<file path="src/rtl/rr_arb_pkg.sv">
// rr_arb_pkg -- shared definitions for the round-robin grant arbiter.
//   arb_state_e : FSM state encoding (IDLE / GRANT)
//   idx_w()     : width of a requester index for n requesters
//   cnt_w()     : width of the burst counter, wide enough to hold max_burst
package rr_arb_pkg;

   typedef enum logic [0:0] {
      ST_IDLE  = 1'b0,
      ST_GRANT = 1'b1
   } arb_state_e;

   // Clamp to 1 so a degenerate parameter still elaborates far enough to
   // reach the explicit parameter check in the top.
   function automatic int idx_w(input int n);
      return (n > 1) ? $clog2(n) : 1;
   endfunction

   function automatic int cnt_w(input int max_burst);
      return (max_burst > 0) ? $clog2(max_burst + 1) : 1;
   endfunction

endpackage

</file>
<file path="src/rtl/rr_mask_pick.sv">
// rr_mask_pick -- combinational wrap-around priority pick.
//   Returns the lowest set index of req_i that is >= ptr_i, wrapping from
//   N-1 back to 0. ptr_i is assumed to be < N (the owner keeps it modulo N).
// Ports:
//   req_i   [N-1:0]  request bits
//   ptr_i   [W-1:0]  search start index
//   found_o          at least one request bit set
//   idx_o   [W-1:0]  winning index (0 when found_o is low)
module rr_mask_pick #(
   parameter int N = 5,
   parameter int W = 3
) (
   input  logic [N-1:0] req_i,
   input  logic [W-1:0] ptr_i,
   output logic         found_o,
   output logic [W-1:0] idx_o
);

   // Walk the offsets from farthest to nearest so the nearest set bit at or
   // after ptr_i is the last one written and therefore wins.
   always_comb begin
      int j;
      j       = 0;
      found_o = 1'b0;
      idx_o   = '0;
      for (int k = N - 1; k >= 0; k--) begin
         j = int'(ptr_i) + k;
         if (j >= N) j = j - N;   // modulo N, never into the unused 2**W range
         if (req_i[j[W-1:0]]) begin
            found_o = 1'b1;
            idx_o   = W'(j);
         end
      end
   end

endmodule

</file>
<file path="src/rtl/rr_arb_grant.sv">
// rr_arb_grant -- round-robin arbiter with registered, non-retractable grant.
//   A winner is registered from req_i (qualified by req_val_i) and held until
//   the consumer acks. At the end of a tenure the next winner is chosen in the
//   same cycle from the rotated pointer, so back-to-back grants have no bubble.
//   Build option: define RR_ARB_BURST_EN to let one requester keep the grant
//   for up to MAX_BURST acks while it keeps requesting. Without it every
//   tenure ends on its first ack and gnt_last_o equals gnt_val_o.
// Ports:
//   clk_i, rst_i            clock, asynchronous active-high reset
//   req_i [REQ_NUM-1:0]     requests
//   req_val_i               qualifies req_i for new winner selection
//   gnt_ack_i               consumer accepts the current grant
//   gnt_val_o               grant valid
//   gnt_num_o [REQ_W-1:0]   granted index
//   gnt_onehot_o            one-hot of gnt_num_o, zero when no grant
//   gnt_last_o              next ack ends the tenure on burst count
module rr_arb_grant
   import rr_arb_pkg::*;
#(
   parameter int  REQ_NUM   = 5,
   parameter int  MAX_BURST = 3,
   localparam int REQ_W     = idx_w(REQ_NUM)
) (
   input  logic               clk_i,
   input  logic               rst_i,
   input  logic [REQ_NUM-1:0] req_i,
   input  logic               req_val_i,
   input  logic               gnt_ack_i,
   output logic               gnt_val_o,
   output logic [REQ_W-1:0]   gnt_num_o,
   output logic [REQ_NUM-1:0] gnt_onehot_o,
   output logic               gnt_last_o
);

   localparam int              CNT_W    = cnt_w(MAX_BURST);
   localparam logic [REQ_W-1:0] LAST_IDX = REQ_W'(REQ_NUM - 1);

   if (REQ_NUM < 2) begin : g_bad_req_num
      $error("rr_arb_grant: REQ_NUM must be >= 2");
   end
   if (MAX_BURST < 1) begin : g_bad_max_burst
      $error("rr_arb_grant: MAX_BURST must be >= 1");
   end

   arb_state_e       state_q, state_d;
   logic [REQ_W-1:0] ptr_q, ptr_d;
   logic [REQ_W-1:0] gnt_num_q, gnt_num_d;
   logic [CNT_W-1:0] burst_q, burst_d;

   logic             gnt_val;
   logic             keep;
   logic             last;
   logic [REQ_W-1:0] ptr_next;
   logic             idle_found, end_found;
   logic [REQ_W-1:0] idle_idx, end_idx;

   assign gnt_val  = (state_q == ST_GRANT);
   // Pointer after the current grant ends: one past the winner, modulo REQ_NUM.
   assign ptr_next = (gnt_num_q == LAST_IDX) ? '0 : gnt_num_q + REQ_W'(1);

   // Pick from the stored pointer while idle.
   rr_mask_pick #(.N(REQ_NUM), .W(REQ_W)) u_pick_idle (
      .req_i   (req_i),
      .ptr_i   (ptr_q),
      .found_o (idle_found),
      .idx_o   (idle_idx)
   );

   // Pick from the rotated pointer so a tenure can hand over without a gap.
   rr_mask_pick #(.N(REQ_NUM), .W(REQ_W)) u_pick_end (
      .req_i   (req_i),
      .ptr_i   (ptr_next),
      .found_o (end_found),
      .idx_o   (end_idx)
   );

`ifdef RR_ARB_BURST_EN
   localparam logic [CNT_W-1:0] BURST_LAST = CNT_W'(MAX_BURST - 1);
   // Stay on the same requester only while it still asks and has beats left.
   assign keep = req_i[gnt_num_q] && (burst_q < BURST_LAST);
   assign last = gnt_val && (burst_q == BURST_LAST);
`else
   assign keep = 1'b0;
   assign last = gnt_val;
`endif

   always_comb begin
      state_d   = state_q;
      ptr_d     = ptr_q;
      gnt_num_d = gnt_num_q;
      burst_d   = burst_q;
      case (state_q)
         ST_IDLE: begin
            if (req_val_i && idle_found) begin
               state_d   = ST_GRANT;
               gnt_num_d = idle_idx;
            end
         end
         ST_GRANT: begin
            if (gnt_ack_i) begin
               if (keep) begin
                  burst_d = burst_q + CNT_W'(1);
               end else begin
                  ptr_d   = ptr_next;
                  burst_d = '0;
                  if (req_val_i && end_found) begin
                     gnt_num_d = end_idx;
                  end else begin
                     state_d = ST_IDLE;
                  end
               end
            end
         end
         default: state_d = ST_IDLE;
      endcase
   end

   always_ff @(posedge clk_i or posedge rst_i) begin
      if (rst_i) begin
         state_q   <= ST_IDLE;
         ptr_q     <= '0;
         gnt_num_q <= '0;
         burst_q   <= '0;
      end else begin
         state_q   <= state_d;
         ptr_q     <= ptr_d;
         gnt_num_q <= gnt_num_d;
         burst_q   <= burst_d;
      end
   end

   always_comb begin
      gnt_onehot_o = '0;
      if (gnt_val) gnt_onehot_o[gnt_num_q] = 1'b1;
   end

   assign gnt_val_o  = gnt_val;
   assign gnt_num_o  = gnt_num_q;
   assign gnt_last_o = last;

endmodule

</file>
<file path="config.mk">
export PLATFORM = sky130hd
export DESIGN_NAME = rr_arb_grant
export DESIGN_NICKNAME = d
export VERILOG_FILES = /design/src/rtl/rr_arb_pkg.sv /design/src/rtl/rr_mask_pick.sv /design/src/rtl/rr_arb_grant.sv
export SDC_FILE = /design/constraint.sdc
export NUM_CORES = 1
export LEC_CHECK = 0
export ABC_AREA = 1
export CAP_MARGIN = 20
export CORE_MARGIN = 2
export CORE_UTILIZATION = 60
export CTS_CLUSTER_DIAMETER = 200
export DETAILED_ROUTE_END_ITERATION = 16
export PLACE_DENSITY = 0.89
export SYNTH_ARGS = -nofsm -noshare
export SYNTH_HDL_FRONTEND = slang
export SYNTH_SLANG_ARGS = --single-unit
export TNS_END_PERCENT = 30
</file>
<file path="constraint.sdc">
create_clock -name clk_i -period 4.6 [get_ports clk_i]
set_input_delay 1.38 -clock clk_i [delete_from_list [all_inputs] [get_ports clk_i]]
set_output_delay 1.38 -clock clk_i [all_outputs]
set_load 0.05 [all_outputs]
</file>
**Run 1: placed cells, one colour a class**

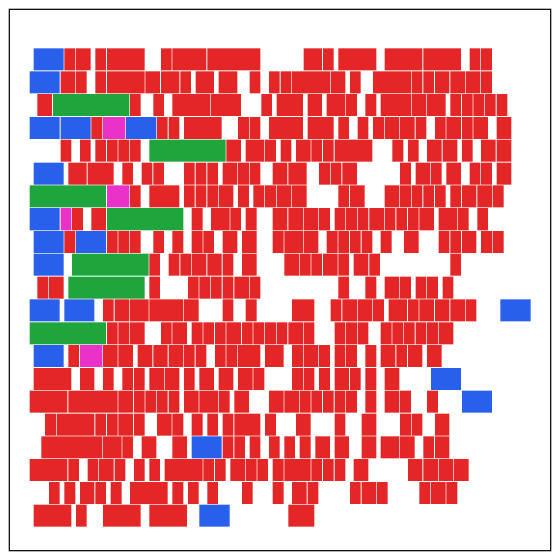
[blue] other buffers and delay cells | cells: 18
[green] flip-flops | cells: 7
[magenta] clock drivers and dummy loads | cells: 4
[red] all other logic | cells: 405

**Run 1: port wiring**

Bar = 20 um.
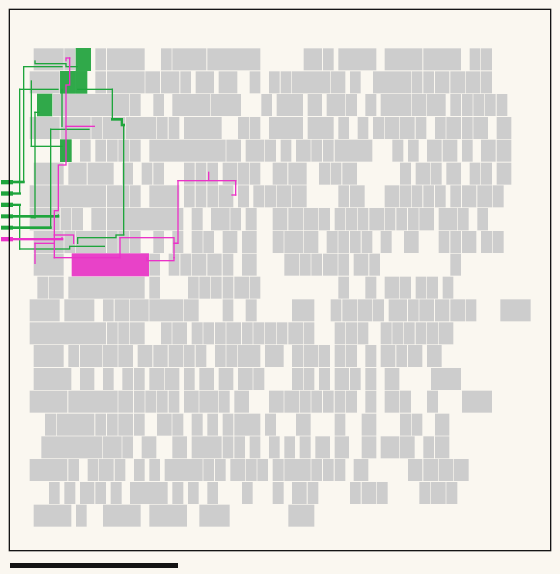
[magenta] gnt_val_o | bits: 1 | direction: output | edge: left | end cells: 1 | buffers: 1 | wire: 85.2 um
[green] gnt_onehot_o | bits: 5 | direction: output | edge: left | end cells: 5 | buffers: 5 | wire: 144 um
I/O pin cnt: 19
Port-buffer cells: 18

==> impl_metrics.env, run 1 <==
# implementation run metrics
export IMPL_initCoreUtil_pct=64.0
export IMPL_mostFrequentLayoutCell="nand2_1"
export IMPL_rsz0062_at_grt="false"
export IMPL_cp_arrival_ps=2130
export IMPL_synth_distinct_cells=31
export IMPL_crit_type="flop to output pin"
export IMPL_clkLatencyLatePin_ps=260
export IMPL_grt_pass1_vias=2527
export IMPL_grt_first_pass_wirelength_mm=11.1
export IMPL_via_per_inst=5.79
export IMPL_drive_gt1_share_pct=6.91
export IMPL_dieHeight_um=64.4
export IMPL_cp_slowest_cell="clkdlybuf4s50_1"
export IMPL_grt_use_total_pct=33.2
export IMPL_startpoint_type="flop"
export IMPL_synth_area_per_cell_um2=5.27
export IMPL_antenna_found_initial=0
export IMPL_cts_resized=0
export IMPL_cts_buffer_depth=2
export IMPL_cts_tree="built"
export IMPL_htree_levels=1
export IMPL_wire_per_inst_um=13.6
export IMPL_min_path_type="flop to flop"
export IMPL_final_layout_top_logic_cells="nand2_1 (156), nand3_1 (76), inv_1 (50)"
export IMPL_vias=2779
export IMPL_area_growth_pct=11.2
export IMPL_first_pass_iters=5
export IMPL_ys_warnings_count=0
export IMPL_required_ps=3220
export IMPL_tool_warnings=38
export IMPL_status="finished, final reports clean"
export IMPL_nets=464
export IMPL_path_max_fanout=7
export IMPL_final_hold_viol_count=0
export IMPL_final_setup_viol_count=0
export IMPL_grt_start_max_net_pins=17
export IMPL_finalMaxSlewViolations=0
export IMPL_ys_cells=415
export IMPL_clock_skew_ps=5.24
export IMPL_drtIter0Drc=328
export IMPL_fp_nets=444
export IMPL_chipArea_mm2=0.00414
export IMPL_relSlewSlack_pct=52.9
**Run 1: clock wires, drivers and flops**

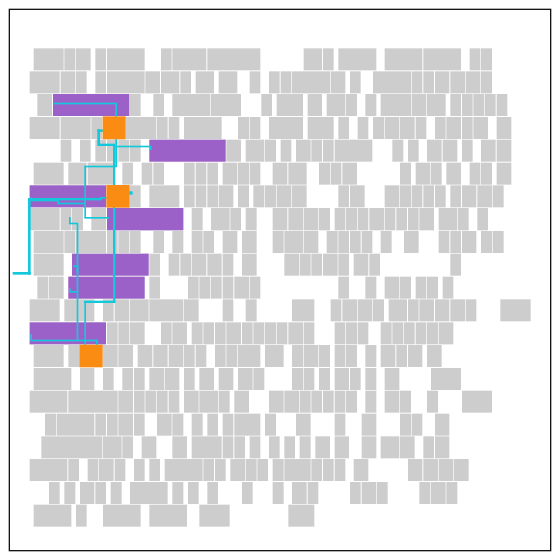
[cyan] clock wires | length: 124 um
[orange] cells driving clock nets | count: 3
[purple] flip-flops | count: 7
routed clock nets: 4

==> run 1: cells by family after synthesis <==
family | count (synthesis) | share of synthesized area (%)
flops | 7 | 8.01
simple gates | 288 | 58.5
xor+xnor | 2 | 0.801
fa+ha+maj | 20 | 11.8
compound gates | 38 | 10.2
buf+inv | 60 | 10.6
==> run 1: layout make-up <==
type,instances,area (um^2)
Inverter,57,214
Clock buffer,4,26.3
Timing Repair Buffer,18,180
Tap cell,46,57.6
Fill cell,308,983
Sequential cell,7,175
Multi-Input combinational cell,348,1780
==> run 1: critical path, delay by kind of cell, from the launching register on <==
| kind | cells | cell delay, ps |
|---|---|---|
| buffers and inverters | 2 | 1100 |
| and+or+nand+nor | 2 | 330 |
| DFF | 1 | 430 |
==> run 1: synth_stat cells <==
cell type  instances  area, um^2
nand3_2            3        30.0
o21ai_1           11        55.1
o21ai_2            2        17.5
nand3_4            1        17.5
xnor2_1            1        8.76
nand2_2            8        50.1
a21oi_4            1        16.3
nor2_1            26        97.6
nand2_4            2        22.5
nor3_1             5        25.0
or2_0              1        6.26
nand3b_1           2        15.0
o2bb2ai_1          1        8.76
nand2_1          156         586
o21ai_0           12        60.1
fa_1               1        20.0
nand3_1           76         380
ha_1              19         238
or2_2              1        6.26
xor2_1             1        8.76
nand4_1            6        37.5
clkbuf_1           1        3.75
and2_1             1        6.26
buf_4              2        15.0
inv_2              7        26.3
a21oi_2            1        8.76
dfrtp_1            7         175
a21oi_1            8        40.0
a21boi_2           1        11.3
inv_1             50         188
o22ai_1            1        6.26
==> run 1: layer usage <==
layer	GRT usage, %	vias to the layer above	part of all wire, %
met5	0	-	0
met4	12.0	0	2.3
met3	5.63	21	10
met2	51.4	143	43
met1	46.2	1237	45
li1	-	1378	-
==> run 1: worst paths after layout <==
| path | from | end | slack (ps) | depth (start not counted) |
|---|---|---|---|---|
| worst max-delay path | gnt_num_o[0] | gnt_onehot_o[0] | 1090 | 4 |
| max in group asynchronous | rst_i | gnt_last_o | 3040 | 2 |
| worst min-delay path | gnt_num_o[0] | gnt_num_o[0] | 640 | 2 |
| worst max register to register | gnt_num_o[0] | gnt_num_o[1] | 1150 | 19 |
| min in group asynchronous | rst_i | gnt_num_o[1] | 1340 | 2 |
| worst min register to register | gnt_num_o[0] | gnt_num_o[0] | 640 | 2 |
==> run 1: stage by stage <==
stage                     worst slack, ps  instance area (um^2)  hold WS [ps]  std cells  utilization (%)
after floorplan                      1140                  2190           620        415                -
after global placement               1190                  2410           548        476             70.4
after detailed placement             1120                  2410           590        476             70.4
after CTS                            1130                  2430           615        480             71.2
after global routing                  881                  2430           658        480             71.2
final                                1090                  2430           640        480             71.2
--- run 2 (diff from run 1) ---
==> constraint.sdc (replaced) <==
create_clock -name clk_i -period 3.5 [get_ports clk_i]
set_input_delay 1.05 -clock clk_i [delete_from_list [all_inputs] [get_ports clk_i]]
set_output_delay 1.05 -clock clk_i [all_outputs]
set_load 0.05 [all_outputs]
**Run 2: clock wires, drivers and flops**

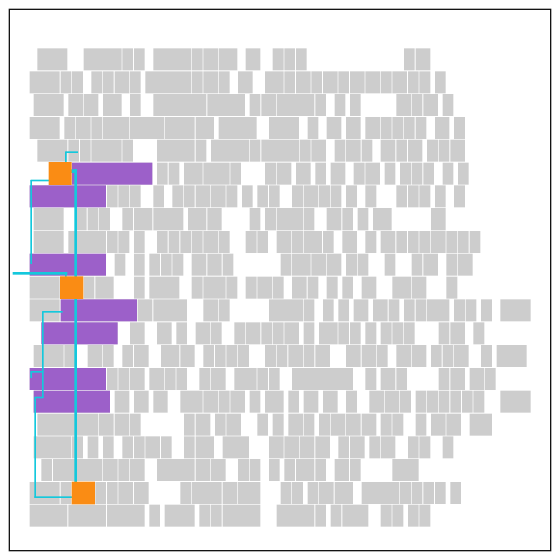
[purple] flip-flops | count: 7
[cyan] clock wires | length: 101 um
[orange] cells driving clock nets | count: 3
routed clock nets: 4
Worst-Skew Late Latency: 260 ps
Setup Skew: 2.46 ps

==> run 2 against run 1 <==
  * Area after synthesis did not move
  * Register-to-register slack got worse by 870 ps
  * Die area did not move
  * Clock skew fell by 2.8 ps
  * Worst setup slack got worse by 810 ps
  * Critical endpoint is now gnt_num_o[1]
  * Largest cell class unchanged
==> impl_metrics.env, run 2 <==
# implementation run metrics
export IMPL_cp_arrival_ps=3360
export IMPL_edf_count=0
export IMPL_r2r_slack_ps=280
export IMPL_top_cell_area_share_pct=26.8
export IMPL_finalCritPeriodShare_pct=91.9
export IMPL_synthTopCellsByCount="nand2_1 (156), nand3_1 (76), inv_1 (50)"
export IMPL_largest_area_cell="nand2_1"
export IMPL_n_fill_cell=300
export IMPL_via_per_inst=5.61
export IMPL_drtIter0Drc=196
export IMPL_cp_slowest_cell="dfrtp_1"
export IMPL_cts_buffer_depth=2
export IMPL_path_max_fanout=7
export IMPL_synthFlopType="dfrtp_1"
export IMPL_cts_tree="built"
export IMPL_final_layout_top_logic_cells="nand2_1 (156), nand3_1 (76), inv_1 (49)"
export IMPL_numCtsBuffers=3
export IMPL_grt_pass1_vias=2503
export IMPL_dieHeight_um=64.4
export IMPL_cap_violations=0
export IMPL_ys_cells=415
export IMPL_synth_distinct_cells=31
export IMPL_startpoint_type="flop"
export IMPL_most_common_cell="nand2_1"
export IMPL_rr_endpoint="gnt_num_o[1]"
export IMPL_rr_worst_depth=19
export IMPL_whs_endpoint="gnt_num_o[0]"
export IMPL_worstPathCellList="inv_2 -> ha_2 -> inv_1 -> ha_1 -> ha_1 -> o21ai_1 -> nand3_2 -> nand2_1 -> nand2_1 -> nand2_1 -> nand3_1 -> nand2_1 -> nand2_1 -> nand2_1 -> nor2_1 -> nand2_1 -> nand3_2 -> nor2_1 -> a21oi_2"
export IMPL_relSlewSlack_pct=64.4
export IMPL_fin_crit_ps=3220
export IMPL_async_flop_share_pct=100
export IMPL_min_path_type="flop to flop"
export IMPL_chipArea_mm2=0.00414
export IMPL_grt_first_pass_wirelength_mm=11.0
export IMPL_status="finished, final reports clean"
export IMPL_synthTopCellsByArea="nand2_1 (27%), nand3_1 (17%), ha_1 (11%)"
export IMPL_place_inst=481
export IMPL_first_pass_iters=5
export IMPL_grt_start_max_net_pins=16
export IMPL_r2r_start="gnt_num_o[0]"
export IMPL_tool_warnings=38
export IMPL_port_buffers=18
export IMPL_io_pins=19
export IMPL_grt_use_total_pct=32.6
export IMPL_yosysChipArea_mm2=0.00219
export IMPL_drive_gt1_share_pct=8.66
export IMPL_nets=469
export IMPL_final_hold_viol_count=0
export IMPL_ant_nets=0
export IMPL_fp_nets=444
export IMPL_mostFrequentLayoutCell="nand2_1"
export IMPL_dpl_hpwl_mm=5.15
export IMPL_final_setup_viol_count=0
export IMPL_hold_start="gnt_num_o[0]"
export IMPL_finalMaxSlewViolations=0
export IMPL_min_path_cells=2
export IMPL_vias=2723
export IMPL_cp_common_cell="nand2_1"
export IMPL_required_ps=3640
export IMPL_setup_slack_ps=284
export IMPL_ys_warnings_count=0
export IMPL_htree_levels=1
export IMPL_wire_per_inst_um=13.1
export IMPL_rsz0062_at_grt="false"
export IMPL_syn_cell_area_mm2=0.00219
export IMPL_dp_slack_ps=219
export IMPL_area_growth_pct=13.1
export IMPL_fin_cells=485
export IMPL_holdWs_ps=602
export IMPL_initCoreUtil_pct=64.0
export IMPL_synth_area_per_cell_um2=5.27
export IMPL_crit_type="flop to flop"
export IMPL_antenna_found_initial=0
**Run 2: placed cells, one colour a class**

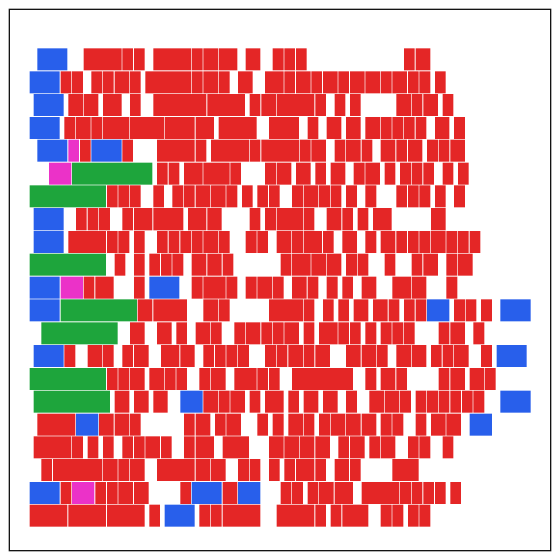
[blue] other buffers and delay cells | cells: 23
[magenta] clock drivers and dummy loads | cells: 4
[red] all other logic | cells: 405
[green] flip-flops | cells: 7
flop share of the area: 7.13%
row count: 21
core footprint: 0.00342 mm^2

run 2: cell counts after synthesis:
Identical to the previous run, type by type.
run 2: layer usage:
| layer | share of wire [%] | wire [um] | global-route usage [%] | vias up |
|---|---|---|---|---|
| met3 | 11 | 678 | 3.87 | 20 |
| li1 | - | - | - | 1391 |
| met2 | 44 | 2790 | 54.6 | 156 |
| met1 | 42 | 2690 | 43.1 | 1156 |
| met4 | 2.9 | 182 | 11.4 | 0 |
| met5 | 0 | 0 | 0 | - |
run 2: stage by stage:
step,utilization [%],area [um^2]
4_1_cts,72.3,2470
3_3_place_gp,71.5,2440
2_1_floorplan,-,2190
3_5_place_dp,71.5,2440
5_1_grt,72.4,2470
6_report,72.4,2470
run 2: layout make-up:
class                   instances  area (um^2)  area share (%)
flip-flops and latches          7          176            7.13
clock buffers                   4         26.3            1.06
multi-input cells             348         1780            72.0
well taps                      46         57.6            2.33
inverters                      57          214            8.65
repair buffers                 23          218            8.80
run 2: worst max-delay path by stage:
| stage | start | to | slack, ps | cells after the start |
|---|---|---|---|---|
| 3_5_place_dp | gnt_num_o[0] | gnt_num_o[1] | 220 | 19 |
| 3_3_place_gp | gnt_num_o[0] | gnt_num_o[1] | 420 | 19 |
| 2_1_floorplan | gnt_num_o[0] | gnt_num_o[1] | 210 | 19 |
| 5_1_grt | gnt_num_o[0] | gnt_num_o[2] | 40 | 20 |
| 6_report | gnt_num_o[0] | gnt_num_o[1] | 280 | 19 |
| 4_1_cts | gnt_num_o[0] | gnt_num_o[1] | 210 | 19 |
run 2: critical path: cells and delay by family (launching register included):
kind | cells | cell delay (ps)
DFF | 1 | 420
buffers and inverters | 2 | 270
and+or+nand+nor | 12 | 1290
AOI/OAI and AO/OA | 2 | 190
adders and majority gates | 3 | 920
run 2: cells by family (layout without fill, tap and decap cells):
group	Yosys count	in the layout	share of synthesized area [%]
compound gates	38	38	10.2
xor+xnor	2	2	0.801
fa+ha+maj	20	20	11.8
buf+inv	60	84	10.6
flops	7	7	8.01
simple gates	288	288	58.5
run 2: repair_timing:
item                                    CTS  global route
endpoints found under the setup margin    0             3
gates resized                             0             3
hold buffers                              0             0
--- run 3 (diff from run 2) ---
--- a/config.mk
+++ b/config.mk
@@ -14,5 +14,6 @@
 export PLACE_DENSITY = 0.89
 export SYNTH_ARGS = -nofsm -noshare
 export SYNTH_HDL_FRONTEND = slang
+export SYNTH_HIERARCHICAL = 1
 export SYNTH_SLANG_ARGS = --single-unit
 export TNS_END_PERCENT = 30
**Run 3: placed cells, one colour a class**

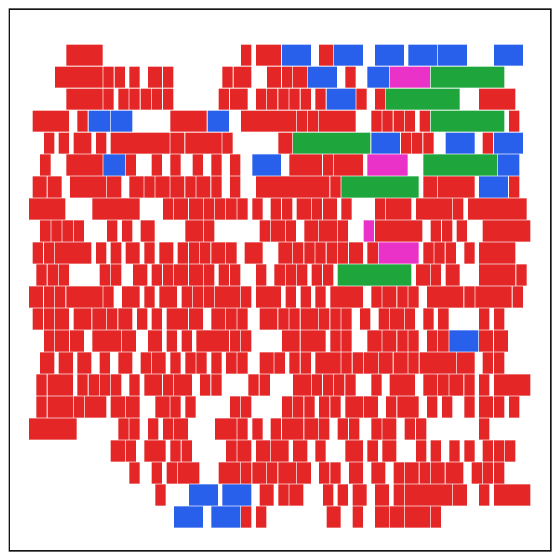
[red] all other logic | cells: 423
[green] flip-flops | cells: 7
[magenta] clock drivers and dummy loads | cells: 4
[blue] other buffers and delay cells | cells: 24
fin area: 0.00270 mm^2
row count: 22
core footprint: 0.00372 mm^2

==> run 3 against run 2 <==
  * Hold slack got worse by 49 ps
  * Flip-flop count unchanged
  * Register-to-register slack got worse by 20 ps
  * Core utilization up 0.17 points
  * Maximum frequency fell by 0.60%
  * Critical endpoint unchanged
  * Critical path depth up 1
==> impl_metrics.env, run 3 <==
# implementation run metrics
export IMPL_first_pass_iters=6
export IMPL_drive_gt1_share_pct=11.4
export IMPL_edf_count=0
export IMPL_synthTopCellsByArea="nand2_1 (29%), nand3_1 (14%), ha_1 (11%)"
export IMPL_finalMaxSlewViolations=0
export IMPL_largest_area_cell="nand2_1"
export IMPL_path_max_fanout=7
export IMPL_yosysChipArea_mm2=0.00236
export IMPL_relSlewSlack_pct=65.5
export IMPL_hold_buffers=0
export IMPL_cap_violations=0
export IMPL_async_flop_share_pct=100
export IMPL_gp_congestion=1.09
export IMPL_antenna_found_initial=0
export IMPL_top_cell_area_share_pct=28.9
export IMPL_wire_per_inst_um=13.1
export IMPL_htree_levels=1
export IMPL_cts_buffer_depth=2
export IMPL_dp_slack_ps=191
export IMPL_most_common_cell="nand2_1"
export IMPL_synthTopCellsByCount="nand2_1 (182), nand3_1 (64), inv_1 (59)"
export IMPL_cts_root_buf="clkbuf_8"
export IMPL_io_pins=19
export IMPL_grt_pass1_vias=2465
export IMPL_nets=490
export IMPL_area_growth_pct=14.1
export IMPL_mostFrequentLayoutCell="nand2_1"
export IMPL_routed_wl_mm=6.64
export IMPL_syn_cell_area_mm2=0.00236
export IMPL_synth_area_per_cell_um2=5.46
export IMPL_status="finished, final reports clean"
export IMPL_ant_nets=0
export IMPL_crit_type="flop to flop"
export IMPL_clock_skew_ps=2.15
export IMPL_max_freq_mhz=309
export IMPL_dieHeight_um=66.8
export IMPL_worst_setup_path_end_kind="flop"
export IMPL_ys_warnings_count=6
export IMPL_grt_use_total_pct=30.5
export IMPL_min_path_type="flop to flop"
export IMPL_initCoreUtil_pct=63.6
export IMPL_startpoint_type="flop"
export IMPL_drc_errors=0
export IMPL_final_setup_viol_count=0
export IMPL_required_ps=3610
export IMPL_ys_flops=7
export IMPL_worst_slew_pin_slew_ps=516
export IMPL_via_per_inst=5.52
export IMPL_die_w_um=66.8
export IMPL_n_antenna_cell=0
export IMPL_yosys_stat_seqShare_pct=7.41
export IMPL_finalCritPeriodShare_pct=92.4
export IMPL_ys_cells=433
export IMPL_drtIter0Drc=251
export IMPL_synthFlopType="dfrtp_1"
export IMPL_final_layout_top_logic_cells="nand2_1 (181), nand3_1 (64), inv_1 (58)"
export IMPL_cp_arrival_ps=3350
export IMPL_tool_warnings=39
export IMPL_grt_first_pass_wirelength_mm=10.7
export IMPL_synth_distinct_cells=33
export IMPL_postSynthCellCount=433
export IMPL_chipArea_mm2=0.00446
export IMPL_fp_nets=464
export IMPL_clk_pin_slew_worst_paths_ps=40
export IMPL_holdWs_ps=553
export IMPL_fin_crit_ps=3240
export IMPL_setup_slack_ps=265
export IMPL_overflow=0
export IMPL_dpl_cell_area_mm2=0.00263
export IMPL_dpl_hpwl_mm=5.36
export IMPL_vias=2792
export IMPL_cts_tree="built"
export IMPL_grt_start_max_net_pins=16
export IMPL_port_buffers=18
export IMPL_final_hold_viol_count=0
**Run 3: clock wiring as the flow saved it**

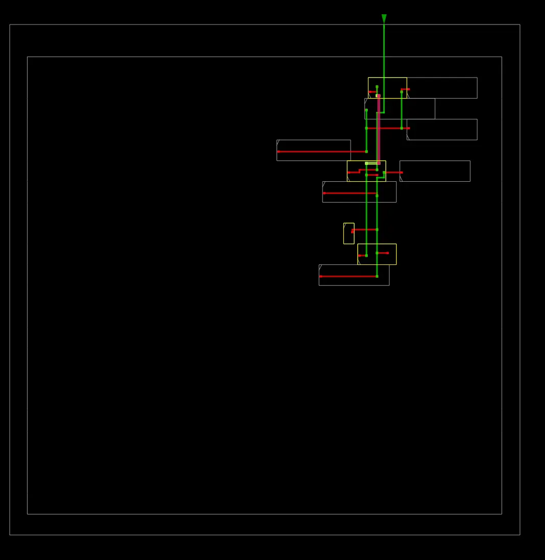
Worst-Skew Late Latency: 230 ps
TritonCTS Sinks: 7
clock buffer count from CTS: 3
registers: 7
clock buffers: 4

-- run 3: metal layers --
layer	share of wire, %	routed length, um	vias up	global-route usage [%]
met4	1.5	98	0	8.42
li1	-	-	1434	-
met3	5.2	342	16	2.53
met1	43	2880	1221	37.4
met5	0	0	-	0
met2	50	3320	121	56.3
-- run 3: cell families after synthesis --
family	after synthesis	share of synthesized area, %
buffers and inverters	69	12.0
adder cells (fa/ha/maj)	22	12.3
AND/OR/NAND/NOR	292	53.7
XOR/XNOR	6	3.49
AND-OR/OR-AND	37	11.2
flip-flops	7	7.41
-- run 3: cell type report --
type	instances	area, um^2
Multi-Input combinational cell	357	1940
Timing Repair Buffer	24	225
Inverter	66	253
Fill cell	338	1020
Tap cell	48	60.1
Clock buffer	4	45.0
Sequential cell	7	178
-- run 3: metrics by stage --
step	TNS (ps)	utilization, %	cells
final	0	72.6	506
after global placement	0	70.7	502
after CTS	0	71.9	506
after floorplan	0	-	433
after detailed placement	0	70.7	502
after global routing	-9.14	72.6	506
-- run 3: what timing repair did --
action,in CTS,in global routing
endpoints found under the setup margin,0,4
resized,0,6
setup buffers,0,0
-- run 3: worst paths after layout --
path	start	to	slack, ps	depth (start not counted)
setup / recovery	gnt_num_o[1]	gnt_num_o[1]	260	20
hold / removal	gnt_num_o[0]	gnt_num_o[0]	550	2
setup reg to reg	gnt_num_o[1]	gnt_num_o[1]	260	20
hold reg to reg	gnt_num_o[0]	gnt_num_o[0]	550	2
max in group asynchronous	rst_i	gnt_num_o[0]	2210	2
min in group asynchronous	rst_i	ptr_q[0]	1060	2
-- run 3: critical path, stage by stage (launching register included) --
cell      delay, ps
dfrtp_2         410
inv_1           100
ha_4            270
a21boi_4        200
inv_1            80
buf_4           160
ha_1            220
a21oi_4         240
nand2_1         140
o21ai_1         310
inv_1           100
o211ai_1         90
nand2_1          80
nand2_1          70
nand2_2          80
inv_2            90
nand4_1          80
nand3_1         130
nand2_2         110
nand3_1         100
nand2_1          60
